===== config.mk =====
export PLATFORM = sky130hd
export DESIGN_NAME = instruction_fetch
export DESIGN_NICKNAME = d
export VERILOG_FILES = /design/src/rtl/instruction_fetch.sv
export SDC_FILE = /design/constraint.sdc
export NUM_CORES = 1
export LEC_CHECK = 0
export ABC_AREA = 1
export CAP_MARGIN = 40
export CORE_ASPECT_RATIO = 0.8
export CORE_MARGIN = 1
export CORE_UTILIZATION = 44
export DETAILED_ROUTE_END_ITERATION = 16
export PLACE_DENSITY = 0.93
export REMOVE_ABC_BUFFERS = 1
export SETUP_SLACK_MARGIN = 0.1
export SLEW_MARGIN = 5
export SYNTH_ARGS = -nofsm -noshare
export SYNTH_HDL_FRONTEND = slang
export SYNTH_SLANG_ARGS = --single-unit

===== constraint.sdc =====
create_clock -name clock_50 -period 2.5 [get_ports clock_50]
set_input_delay 0.5 -clock clock_50 [delete_from_list [all_inputs] [get_ports clock_50]]
set_output_delay 0.5 -clock clock_50 [all_outputs]
set_load 0.01 [all_outputs]

===== src/rtl/instruction_fetch.sv =====
// rtl/instruction_fetch.sv - instruction fetch FSM: PC, synchronous ROM capture, IR handshake and branch redirect.
// Optional HALT opcode (16'hFFFF) detection is compiled in with `define HALT_DETECT_EN.
module instruction_fetch (
    input  logic        clock_50,
    input  logic        reset_n,
    output logic [7:0]  rom_addr,
    input  logic [15:0] rom_data,
    input  logic        branch_taken,
    input  logic [7:0]  branch_target,
    input  logic        ir_ready,
    output logic [7:0]  PC,
    output logic [15:0] IRout,
    output logic        ir_valid,
    output logic        halted
);

`ifdef HALT_DETECT_EN
    typedef enum logic [2:0] {
        S_IDLE = 3'd0,
        S_REQ  = 3'd1,
        S_CAP  = 3'd2,
        S_HOLD = 3'd3,
        S_HALT = 3'd4
    } state_t;
`else
    typedef enum logic [2:0] {
        S_IDLE = 3'd0,
        S_REQ  = 3'd1,
        S_CAP  = 3'd2,
        S_HOLD = 3'd3
    } state_t;
`endif

    state_t state;
    state_t state_nxt;
    logic   redirect;
    logic   advance;
    logic   halt_op;

`ifdef HALT_DETECT_EN
    assign halt_op = (IRout == 16'hFFFF);
`else
    assign halt_op = 1'b0;
`endif

    // A branch outranks a completing handshake; IDLE (and HALT) ignore it.
    assign redirect = branch_taken &&
                      ((state == S_REQ) || (state == S_CAP) || (state == S_HOLD));
    assign advance  = !branch_taken && (state == S_HOLD) && ir_ready && !halt_op;

    always_ff @(posedge clock_50 or negedge reset_n) begin
        if (!reset_n) begin
            state <= S_IDLE;
        end else begin
            state <= state_nxt;
        end
    end

    always_comb begin
        state_nxt = state;
        case (state)
            S_IDLE: state_nxt = S_REQ;
            S_REQ:  state_nxt = branch_taken ? S_REQ : S_CAP;
            S_CAP:  state_nxt = branch_taken ? S_REQ : S_HOLD;
            S_HOLD: begin
                if (branch_taken) begin
                    state_nxt = S_REQ;
                end else if (ir_ready) begin
`ifdef HALT_DETECT_EN
                    state_nxt = halt_op ? S_HALT : S_REQ;
`else
                    state_nxt = S_REQ;
`endif
                end
            end
`ifdef HALT_DETECT_EN
            S_HALT: state_nxt = S_HALT;
`endif
            default: state_nxt = S_IDLE;
        endcase
    end

    always_comb begin
        ir_valid = (state == S_HOLD);
`ifdef HALT_DETECT_EN
        halted   = (state == S_HALT);
`else
        halted   = 1'b0;
`endif
    end

    always_ff @(posedge clock_50 or negedge reset_n) begin
        if (!reset_n) begin
            PC <= 8'h00;
        end else if (redirect) begin
            PC <= branch_target;
        end else if (advance) begin
            PC <= PC + 8'd1;
        end
    end

    // A flush leaves the stale instruction here; only a clean CAP->HOLD loads it.
    always_ff @(posedge clock_50 or negedge reset_n) begin
        if (!reset_n) begin
            IRout <= 16'h0000;
        end else if ((state == S_CAP) && !branch_taken) begin
            IRout <= rom_data;
        end
    end

    assign rom_addr = PC;

endmodule


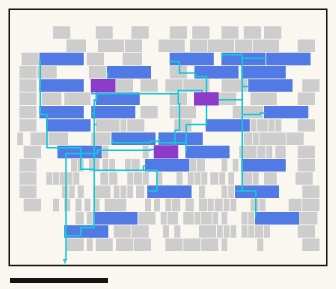
(run_1/clk_routes.png)
Scale bar: 20 um.
Key: blue = flip-flops [count 26]; purple = clock drivers [count 3]; cyan = clock wires [length 289 um]
There are 4 routed clock nets.
Clock Skews: 0.00208 ns
clock distribution power: 265 uW
portion of total power attributed to the clock network: 0.161

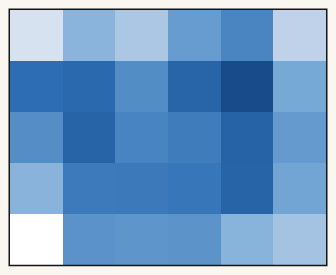
(run_1/cell_density.png)
6 x 5 tiles, from white (low) to dark blue (high), 0 to 100% covered.
23% of the tiles are over 75% full. The fullest tile reaches 89%. The mean over all tiles is 58%.
Pre-Place Util: 0.483
final core area utilization: 0.699
area of the core region: 2870 um2

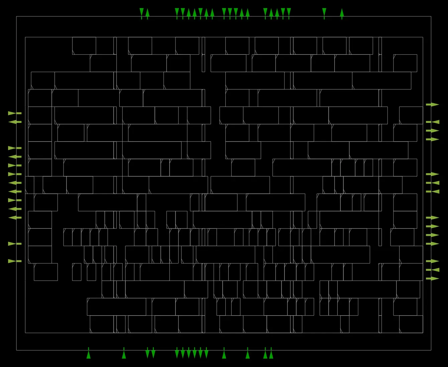
(run_1/placement.png)
total number of tap cells: 38
number of fillers in the final layout: 238

==> flow_summary_export.csv, run 1 <==
group,metric,value,unit
run_status,outcome,"finished clean",
setup_path,critPathBufInv,2,
setup_path,crit_path_start,"state[1]$_DFFE_PN0P_",
sta,finalClockPeriodUsage,0.753,
grt,antenna_found_initial,0,
place,numPlacedInstances,238,
sta,timing_max_transition_violations_final,0,
setup_path,critPathRequiredTime,2.00,ns
routing,first_pass_iters,4,
setup_path,setup.worst_path.end_class,"primary output",
floorplan,row_count,17,
routing,dr_total_vias,1152,
setup_path,end_of_the_worst_register_to_register_path,"PC[0]$_DFFE_PN0P_",
yosys,netlist.top_cell.by_instances,"sky130_fd_sc_hd__nand2_1",
clocking,cts_hold_buffers,0,
clocking,clk_root_buffer_cell,"sky130_fd_sc_hd__clkbuf_8",
cells_and_area,seq_cell_count,26,
yosys,synthTopCellsByCount,"48 x sky130_fd_sc_hd__nand2_1, 26 x sky130_fd_sc_hd__dfrtp_1, 13 x sky130_fd_sc_hd__inv_1, 13 x sky130_fd_sc_hd__nand3_1, 10 x sky130_fd_sc_hd__mux2_4",
yosys,yosysCellCount,150,
cells_and_area,fin_area,2010,um2
cells_and_area,logic_area,578,um2
power_and_ir_drop,total_leakage_power,0.974,nW
yosys,edf_count,0,
yosys,synthCells,150,
cells_and_area,nonClockInverterCount,18,
setup_path,slowest_delay,0.52,ns
cells_and_area,layout.cells.most_common_list,"60 x sky130_fd_sc_hd__clkdlybuf4s50_1, 48 x sky130_fd_sc_hd__nand2_1, 26 x sky130_fd_sc_hd__dfrtp_1, 13 x sky130_fd_sc_hd__nand3_1, 13 x sky130_fd_sc_hd__inv_1",
cells_and_area,tally_of_clock_buffers_in_the_finished_layout,4,
setup_path,crit_fanout,3,
setup_path,kind_of_cell_adding_the_most_delay_to_the_critical_path,"buffers and inverters",
clocking,clock_path_buffers,2,
cells_and_area,area.share.combinational,0.288,
yosys,post_synth.cell_area_avg,9.24,um2
sta,worst_slack,0.619,ns
grt,globalRoute.totalOverflow,0,
clocking,post_cts_resized,0,
yosys,yosys.cell_types.count,19,
floorplan,design.die.area,3380,um2
hold_path,hold_path.startpoint,"state[0]$_DFFE_PN0P_",
setup_path,timing.reg2reg.worst_path_depth,8,
place,finalWeightedCongestion,0.759,
clocking,number_of_setup_buffers_added_after_cts,0,
floorplan,floorplan.die.height,52.2,um
clocking,clock_latency,0.27,ns
grt,grt_pass1_vias,1039,
grt,groute.layer.met2.usage,0.347,
sta,hold-worst-slack,0.507,ns
power_and_ir_drop,power,1.65,mW
grt,largest_net_degree_at_the_start_of_global_routing,27,
grt,grt.met1_usage,0.237,
power_and_ir_drop,irDropWorstVdd,0.583,mV
grt,globalRouteMet3Util,0.0391,
sta,final.setup.tns,0,ns
setup_path,critical_path.endpoint,"ir_valid",
setup_path,critical_path_cell_count,3,
sta,final-hold-violation-count,0,
routing,remaining_drc_errors,0,
sta,setup_viol,0,
clocking,tritoncts,"built",
routing,drt_iter0_markers,65,
yosys,ys_seq_elements,26,
cells_and_area,nNonClkBuffers,61,
grt,globalRoute.busiestLayer,"met2",
clocking,cts.clk_slew.worst_paths,0.08,ns
cells_and_area,antenna-diode-count,0,
yosys,netlist_top_cells_area,"sky130_fd_sc_hd__dfrtp_1 47%, sky130_fd_sc_hd__nand2_1 13%, sky130_fd_sc_hd__mux2_4 11%",
power_and_ir_drop,power.density,820,nW/um2
cells_and_area,seq-cell-share,0.324,
setup_path,worst_path_max_delay_cell,"sky130_fd_sc_hd__clkdlybuf4s50_1",
place,pre_cts_ws,0.650,ns
grt,grt_first_pass_wirelength,4.80,mm
hold_path,min_delay_path_depth,1,
yosys,async_flop_share,1.00,
setup_path,worst_ep_arrival_time,1.38,ns
yosys,ys_chip_area,1390,um2
cells_and_area,bufAreaShareNonClock,0.303,
setup_path,timing.critical_path.cells,"nand2_1, inv_2, clkdlybuf4s50_1",
cells_and_area,mostFrequentLayoutCell,"sky130_fd_sc_hd__clkdlybuf4s50_1",
setup_path,criticalPathCategory,"flip-flop to primary output",
yosys,yosysTopAreaCell,"sky130_fd_sc_hd__dfrtp_1",
cells_and_area,syn2layout_area_growth,44.8,%
cells_and_area,flop_area,651,um2
cells_and_area,layout.area.top_class,"flip-flops and latches",
setup_path,worst-r2r-setup-slack,1.17,ns
clocking,ctsHtreeMaxLevel,1,
yosys,yosys_most_used_dff,"sky130_fd_sc_hd__dfrtp_1",
yosys,yosys_warnings,0,
sta,clock.fmax,532,MHz
cells_and_area,clock_network_area_fraction,0.0274,
place,sum_of_net_half_perimeters_after_detailed_placement,2.22,mm
routing,drt-met1-wl,1.23,mm
place,detailed_place.area,1950,um2
grt,grt_use_total,0.194,
hold_path,worst_hold_path_type,"flip-flop to flip-flop",
yosys,ys_seq_share,0.469,
flow_run,tool_warnings,25,
sta,setup_repair_after_global_routing_missed_its_margin,"false",
routing,met3WireLength,194,um
sta,finalCriticalPeriod,1.88,ns
==> run 1: power breakdown <==
part	switching [mW]	internal, mW	total, mW
Clock	0.125	0.141	0.265
Combinational	0.267	0.454	0.721
Sequential	0.111	0.548	0.659
==> run 1: flip-flops by register name (all words and copies together), names as in the netlist <==
register,count
PC,8
IRout,16
state,2
==> run 1: logic make-up (layout without fill, tap and decap cells) <==
family	after synthesis	after routing	synth area share
AND-OR/OR-AND	3	3	0.0108
AND/OR/NAND/NOR	74	74	0.237
flip-flops	26	26	0.469
adder cells (fa/ha/maj)	1	1	0.00902
other	1	1	0.00270
buffers and inverters	29	83	0.114
multiplexers	16	16	0.157
==> run 1 -> run 2 <==
--- a/config.mk
+++ b/config.mk
@@ -9,9 +9,9 @@
 export CAP_MARGIN = 40
 export CORE_ASPECT_RATIO = 0.8
 export CORE_MARGIN = 1
-export CORE_UTILIZATION = 44
+export CORE_UTILIZATION = 37
 export DETAILED_ROUTE_END_ITERATION = 16
-export PLACE_DENSITY = 0.93
+export PLACE_DENSITY = 0.84
 export REMOVE_ABC_BUFFERS = 1
 export SETUP_SLACK_MARGIN = 0.1
 export SLEW_MARGIN = 5
==> constraint.sdc (replaced) <==
create_clock -name clock_50 -period 1.7 [get_ports clock_50]
set_input_delay 0.34 -clock clock_50 [delete_from_list [all_inputs] [get_ports clock_50]]
set_output_delay 0.34 -clock clock_50 [all_outputs]
set_load 0.01 [all_outputs]
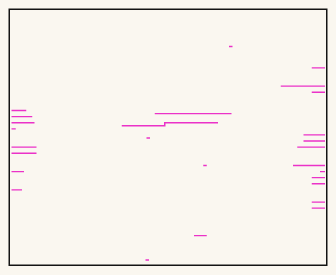
(run_2/layer_met3.png)
The layer holds 3.8% of the routed length. 24 nets have wire on it.
routed vias: 1178
met3 usage in global routing: 0.0395

==> flow_summary_export.csv, run 2 <==
group,metric,value,unit
run_status,outcome,"finished clean",
power_and_ir_drop,combPwrFrac,0.465,
cells_and_area,fin_util,0.600,
power_and_ir_drop,irDropWorstVdd,0.773,mV
yosys,yosysCellCount,150,
yosys,yosys_warnings,0,
yosys,yosysTopAreaCell,"sky130_fd_sc_hd__dfrtp_1",
sta,setup_repair_after_global_routing_missed_its_margin,"false",
power_and_ir_drop,pwr.group.sequential,934,uW
power_and_ir_drop,clockPowerShare,0.160,
yosys,ys_seq_share,0.469,
clocking,numClockSinks,26,
setup_path,kind_of_cell_adding_the_most_delay_to_the_critical_path,"buffers and inverters",
place,pre_cts_ws,0.0213,ns
setup_path,worst_ep_arrival_time,1.20,ns
floorplan,die_w,70.4,um
setup_path,slowest_delay,0.55,ns
grt,grt_use_total,0.166,
floorplan,fp_util,0.397,
routing,met3WireLength,117,um
clocking,ctsHtreeMaxLevel,1,
yosys,yosys_most_used_dff,"sky130_fd_sc_hd__dfrtp_1",
yosys,synthCells,150,
yosys,ys_chip_area,1390,um2
grt,groute.layer.met2.usage,0.279,
setup_path,criticalPathCategory,"flip-flop to primary output",
setup_path,timing.critical_path.cells,"clkdlybuf4s50_1",
routing,first_pass_iters,2,
place,io_buffers,60,
cells_and_area,mostFrequentLayoutCell,"sky130_fd_sc_hd__clkdlybuf4s50_1",
setup_path,critPathBufInv,1,
clocking,post_cts_resized,5,
setup_path,timing.reg2reg.worst_path_depth,7,
yosys,netlist.top_cell.by_instances,"sky130_fd_sc_hd__nand2_1",
cells_and_area,num-fill-cells,303,
place,finalWeightedCongestion,0.772,
cells_and_area,layout.cells.most_common_list,"54 x sky130_fd_sc_hd__clkdlybuf4s50_1, 48 x sky130_fd_sc_hd__nand2_1, 23 x sky130_fd_sc_hd__dfrtp_1, 13 x sky130_fd_sc_hd__nand3_1, 13 x sky130_fd_sc_hd__inv_1",
place,numPlacedInstances,244,
grt,grt_pass1_vias,1167,
clocking,cts.clk_slew.worst_paths,0.09,ns
setup_path,end_of_the_worst_register_to_register_path,"PC[2]$_DFFE_PN0P_",
power_and_ir_drop,power.share.sequential,0.375,
setup_path,critPathRequiredTime,1.36,ns
sta,finalCriticalPeriod,1.54,ns
sta,worst_slack,0.155,ns
routing,drt-met1-wl,1.39,mm
grt,largest_net_degree_at_the_start_of_global_routing,27,
place,sum_of_net_half_perimeters_after_detailed_placement,2.20,mm
sta,final.setup.tns,0,ns
routing,remaining_drc_errors,0,
cells_and_area,max_flop_register,"IRout",
clocking,clk_root_buffer_cell,"sky130_fd_sc_hd__clkbuf_8",
setup_path,worst_path_max_delay_cell,"sky130_fd_sc_hd__clkdlybuf4s50_1",
clocking,number_of_setup_buffers_added_after_cts,8,
place,detailed_place.area,1970,um2
grt,globalRoute.totalOverflow,0,
cells_and_area,largest_register_ffs,16,
sta,setup_viol,0,
clocking,clock_path_buffers,2,
floorplan,row_count,19,
yosys,edf_count,0,
sta,timing_max_transition_violations_final,0,
yosys,post_synth_mux_area_share,0.157,
cells_and_area,syn2layout_area_growth,51.4,%
floorplan,design.die.area,4000,um2
setup_path,crit_fanout,3,
clocking,clock_latency,0.27,ns
yosys,aoi_share,0.0108,
power_and_ir_drop,power.density,1190,nW/um2
clocking,tritoncts,"built",
cells_and_area,flop_area,654,um2
sta,finalClockPeriodUsage,0.909,
cells_and_area,logic_area,578,um2
grt,globalRoute.busiestLayer,"met2",
yosys,fa_ha_area_frac,0.00903,
yosys,ys_seq_elements,26,
routing,drt_iter0_markers,62,
grt,antenna_found_initial,0,
yosys,yosys.cell_types.count,19,
yosys,async_flop_share,1.00,
grt,grt_first_pass_wirelength,5.26,mm
cells_and_area,antenna-diode-count,0,
sta,final-hold-violation-count,0,
sta,finalClockSkew,0.00266,ns
yosys,topCombFamilyByArea,"simple AND/OR/NAND/NOR gates",
sta,hold-worst-slack,0.428,ns
yosys,xor_area_frac,0,
cells_and_area,biggestRegsByFlops,"IRout x16, PC x8, state x2",
yosys,post_synth.cell_area_avg,9.24,um2
power_and_ir_drop,total_leakage_power,1.07,nW
floorplan,core,3490,um2
power_and_ir_drop,comb_cell_power,1.16,mW
power_and_ir_drop,internal-power,1.73,mW
power_and_ir_drop,clock_distribution_power,399,uW
setup_path,setup.worst_path.end_class,"primary output",
cells_and_area,fin_area,2100,um2
grt,grt.met1_usage,0.215,
power_and_ir_drop,power,2.49,mW
flow_run,tool_warnings,26,
sta,clock.fmax,647,MHz
power_and_ir_drop,top_power_group,"combinational logic",
yosys,synthSimpleGateAreaFrac,0.237,
hold_path,worst_hold_path_type,"primary input to asynchronous set/reset pin",
clocking,cts_hold_buffers,0,
yosys,synthTopCellsByCount,"48 x sky130_fd_sc_hd__nand2_1, 26 x sky130_fd_sc_hd__dfrtp_1, 13 x sky130_fd_sc_hd__inv_1, 13 x sky130_fd_sc_hd__nand3_1, 10 x sky130_fd_sc_hd__mux2_4",
setup_path,worst-r2r-setup-slack,0.30,ns
yosys,netlist_top_cells_area,"sky130_fd_sc_hd__dfrtp_1 47%, sky130_fd_sc_hd__nand2_1 13%, sky130_fd_sc_hd__mux2_4 11%",
floorplan,floorplan.die.height,56.8,um
power_and_ir_drop,p_switching,765,uW
power_and_ir_drop,swShare,0.307,
-- run 2: worst max-delay path by stage --
stage	from	to	slack (ns)	cells past startpoint
final	PC[7]$_DFFE_PN0P_	rom_addr[7]	0.16	1
after global placement	branch_taken	IRout[15]$_DFFE_PN0P_	0.04	4
after floorplan	PC[0]$_DFFE_PN0P_	PC[2]$_DFFE_PN0P_	0.40	6
after detailed placement	branch_taken	IRout[15]$_DFFE_PN0P_	0.02	4
after CTS	state[1]$_DFFE_PN0P_	ir_valid	0.08	3
after global routing	PC[1]$_DFFE_PN0P_	PC[1]	0.12	1
-- run 2: final cells by class --
class,instances,share of cell area
Sequential cell,26,0.312
Clock buffer,4,0.0262
Inverter,18,0.0322
Tap cell,42,0.0250
Timing Repair Buffer,71,0.329
Multi-Input combinational cell,95,0.275
==> run 2 -> run 3 <==
--- a/config.mk
+++ b/config.mk
@@ -9,12 +9,13 @@
 export CAP_MARGIN = 40
 export CORE_ASPECT_RATIO = 0.8
 export CORE_MARGIN = 1
-export CORE_UTILIZATION = 37
+export CORE_UTILIZATION = 44
 export DETAILED_ROUTE_END_ITERATION = 16
-export PLACE_DENSITY = 0.84
+export PLACE_DENSITY = 0.93
 export REMOVE_ABC_BUFFERS = 1
 export SETUP_SLACK_MARGIN = 0.1
-export SLEW_MARGIN = 5
+export SLEW_MARGIN = 10
 export SYNTH_ARGS = -nofsm -noshare
 export SYNTH_HDL_FRONTEND = slang
 export SYNTH_SLANG_ARGS = --single-unit
+export TNS_END_PERCENT = 5
==> constraint.sdc (replaced) <==
create_clock -name clock_50 -period 2 [get_ports clock_50]
set_input_delay 0.4 -clock clock_50 [delete_from_list [all_inputs] [get_ports clock_50]]
set_output_delay 0.4 -clock clock_50 [all_outputs]
set_load 0.01 [all_outputs]
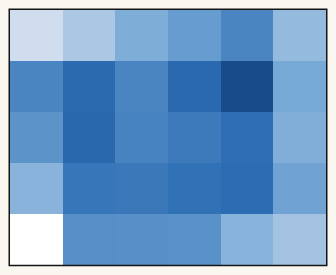
(run_3/cell_density.png)
6 x 5 tiles, from white (low) to dark blue (high), 0 to 100% covered.
The fullest tile reaches 89%. 20% of the tiles are over 75% full. 3.3% of the tiles are nearly empty. The mean over all tiles is 58%.

==> flow_summary_export.csv, run 3 <==
group,metric,value,unit
run_status,outcome,"finished clean",
setup_path,critical_path.endpoint,"ir_valid",
clocking,tritoncts,"built",
grt,grt_pass1_vias,1089,
grt,globalRoute.totalOverflow,0,
sta,worst_slack,0.214,ns
clocking,numClockSinks,26,
floorplan,ios,62,
clocking,clock_path_buffers,2,
grt,grt.met1_usage,0.237,
sta,final-hold-violation-count,0,
yosys,netlist_top_cells_area,"sky130_fd_sc_hd__dfrtp_1 47%, sky130_fd_sc_hd__nand2_1 13%, sky130_fd_sc_hd__mux2_4 11%",
clocking,cts.clk_slew.worst_paths,0.08,ns
setup_path,criticalPathCategory,"flip-flop to primary output",
yosys,ys_chip_area,1390,um2
routing,route.detailed.wl_per_inst,12.2,um
place,numPlacedInstances,238,
yosys,yosys_warnings,0,
routing,routed_wirelength,2.95,mm
setup_path,critPathRequiredTime,1.60,ns
power_and_ir_drop,irDropWorstVdd,0.684,mV
yosys,post_synth.cell_area_avg,9.24,um2
clocking,tritoncts.num_buffers,3,
grt,globalRoute.busiestLayer,"met2",
cells_and_area,final-instance-count-excl-fill,242,
sta,final.setup.tns,0,ns
yosys,yosys.cell_types.count,19,
yosys,netlist.area_leader.share,0.469,
place,sum_of_net_half_perimeters_after_detailed_placement,2.25,mm
cells_and_area,fin_area,2010,um2
routing,remaining_drc_errors,0,
routing,drt_iter0_markers,63,
clocking,clock_latency,0.26,ns
setup_path,crit_fanout,3,
setup_path,rr_startpoint,"state[1]$_DFFE_PN0P_",
routing,dr_total_vias,1121,
hold_path,worst_hold_path_type,"primary input to asynchronous set/reset pin",
place,io_buffers,60,
cells_and_area,logic_area,578,um2
setup_path,critPathBufInv,2,
yosys,yosysCellCount,150,
routing,top_layer_used,"met4",
setup_path,critical_path_cell_count,3,
sta,hold-worst-slack,0.491,ns
cells_and_area,layout-drive-gt1-share,0.157,
cells_and_area,num-fill-cells,248,
setup_path,worst-r2r-setup-slack,0.66,ns
routing,wl_met2,1.47,mm
grt,groute.layer.met2.usage,0.352,
routing,met3WireLength,157,um
yosys,syn-cell-area,1390,um2
setup_path,worst_ep_arrival_time,1.39,ns
routing,first_pass_iters,5,
grt,globalRouteMet3Util,0.0413,
yosys,synthTopCellsByCount,"48 x sky130_fd_sc_hd__nand2_1, 26 x sky130_fd_sc_hd__dfrtp_1, 13 x sky130_fd_sc_hd__inv_1, 13 x sky130_fd_sc_hd__nand3_1, 10 x sky130_fd_sc_hd__mux2_4",
power_and_ir_drop,total_leakage_power,0.974,nW
yosys,async_flop_share,1.00,
cells_and_area,max_flop_register,"IRout",
flow_run,tool_warnings,25,
sta,finalClockPeriodUsage,0.893,
sta,setup_repair_after_global_routing_missed_its_margin,"false",
floorplan,core,2870,um2
setup_path,crit_path_start,"state[1]$_DFFE_PN0P_",
yosys,synthCells,150,
sta,finalCriticalPeriod,1.79,ns
sta,clock.fmax,560,MHz
power_and_ir_drop,power.density,1020,nW/um2
clocking,cts_hold_buffers,0,
routing,final_antenna_net_count,0,
sta,setup_viol,0,
setup_path,worst_path_max_delay_cell,"sky130_fd_sc_hd__clkdlybuf4s50_1",
cells_and_area,fin_util,0.699,
place,finalWeightedCongestion,0.759,
place,pre_cts_ws,0.267,ns
sta,timing_max_transition_violations_final,0,
cells_and_area,layout.cells.most_common_list,"60 x sky130_fd_sc_hd__clkdlybuf4s50_1, 48 x sky130_fd_sc_hd__nand2_1, 26 x sky130_fd_sc_hd__dfrtp_1, 13 x sky130_fd_sc_hd__nand3_1, 13 x sky130_fd_sc_hd__inv_1",
yosys,yosys_most_used_dff,"sky130_fd_sc_hd__dfrtp_1",
grt,largest_net_degree_at_the_start_of_global_routing,27,
floorplan,die_w,64.8,um
place,detailed_place.area,1950,um2
floorplan,row_count,17,
clocking,clk_root_buffer_cell,"sky130_fd_sc_hd__clkbuf_8",
setup_path,cp-start-kind,"flip-flop",
setup_path,slowest_delay,0.52,ns
yosys,ys_seq_share,0.469,
floorplan,design.die.area,3380,um2
cells_and_area,layout.nets,234,
cells_and_area,largest_register_ffs,16,
yosys,netlist.top_cell.by_instances,"sky130_fd_sc_hd__nand2_1",
grt,grt_first_pass_wirelength,4.89,mm
cells_and_area,antenna-diode-count,0,
setup_path,timing.reg2reg.worst_path_depth,9,
flow_run,drv_cap,0,
routing,viasPerCell,4.63,
grt,antenna_found_initial,0,
floorplan,fp_util,0.483,
grt,grt_use_total,0.194,
yosys,yosysTopAreaCell,"sky130_fd_sc_hd__dfrtp_1",
setup_path,timing.critical_path.cells,"nand2_1, inv_2, clkdlybuf4s50_1",
floorplan,floorplan.die.height,52.2,um
clocking,post_cts_resized,0,
sta,finalClockSkew,0.00315,ns
setup_path,kind_of_cell_adding_the_most_delay_to_the_critical_path,"buffers and inverters",
cells_and_area,biggestRegsByFlops,"IRout x16, PC x8, state x2",
yosys,ys_seq_elements,26,
power_and_ir_drop,power,2.06,mW
setup_path,end_of_the_worst_register_to_register_path,"PC[5]$_DFFE_PN0P_",
routing,drt-met1-wl,1.29,mm
cells_and_area,flop_area,651,um2
clocking,ctsHtreeMaxLevel,1,
cells_and_area,mostFrequentLayoutCell,"sky130_fd_sc_hd__clkdlybuf4s50_1",
cells_and_area,syn2layout_area_growth,44.8,%
yosys,edf_count,0,
setup_path,setup.worst_path.end_class,"primary output",
clocking,number_of_setup_buffers_added_after_cts,0,
run 3: area by class of cell:
type,instances,area share
multi-input cells,95,0.288
inverters,18,0.0337
repair buffers,61,0.303
flip-flops and latches,26,0.324
clock buffers,4,0.0274
well taps,38,0.0237
run 3: where the power goes:
part / leakage (nW) / total [mW] / internal, mW / switching, mW
Sequential: 0.314 / 0.823 / 0.685 / 0.139
Clock: 0.0288 / 0.331 / 0.176 / 0.156
Combinational: 0.632 / 0.901 / 0.567 / 0.334
run 3: cell families after synthesis:
family	synth area share
adders and majority gates	0.00902
AOI/OAI and AO/OA	0.0108
muxes	0.157
other	0.00270
buffers and inverters	0.114
DFF	0.469
and+or+nand+nor	0.237

## Gallery

I/O pins on the die edge.
Pins as bars across the die edge, other pins in grey.
panel A
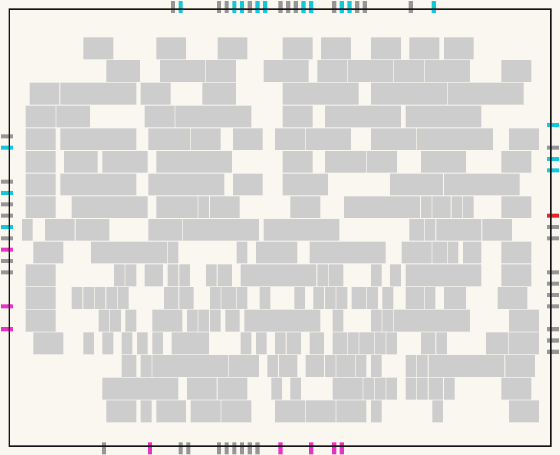
panel B
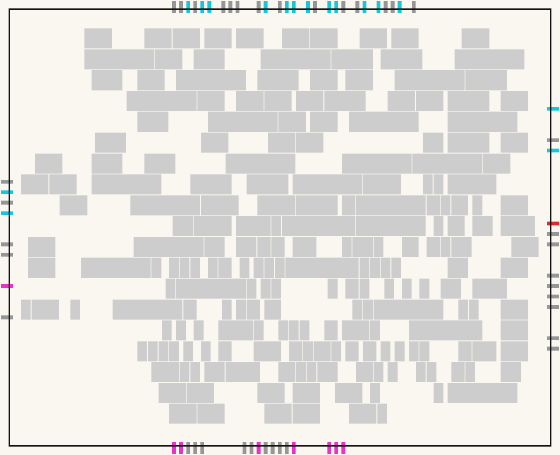
Panel B comes from run 2.
Panel A comes from run 1.

Key to panel B:
Key: magenta = `branch_target` [pins 8, direction input, edge 7 south, 1 west]; red = `ir_valid` [pins 1, direction output, edge east]; cyan = `IRout` [pins 16, direction output, edge 12 north, 2 west, 2 east]
All pins by edge: 26 north, 16 south, 12 east, 8 west.

Power figures rest on the tool's default switching activity, not on a simulated workload.
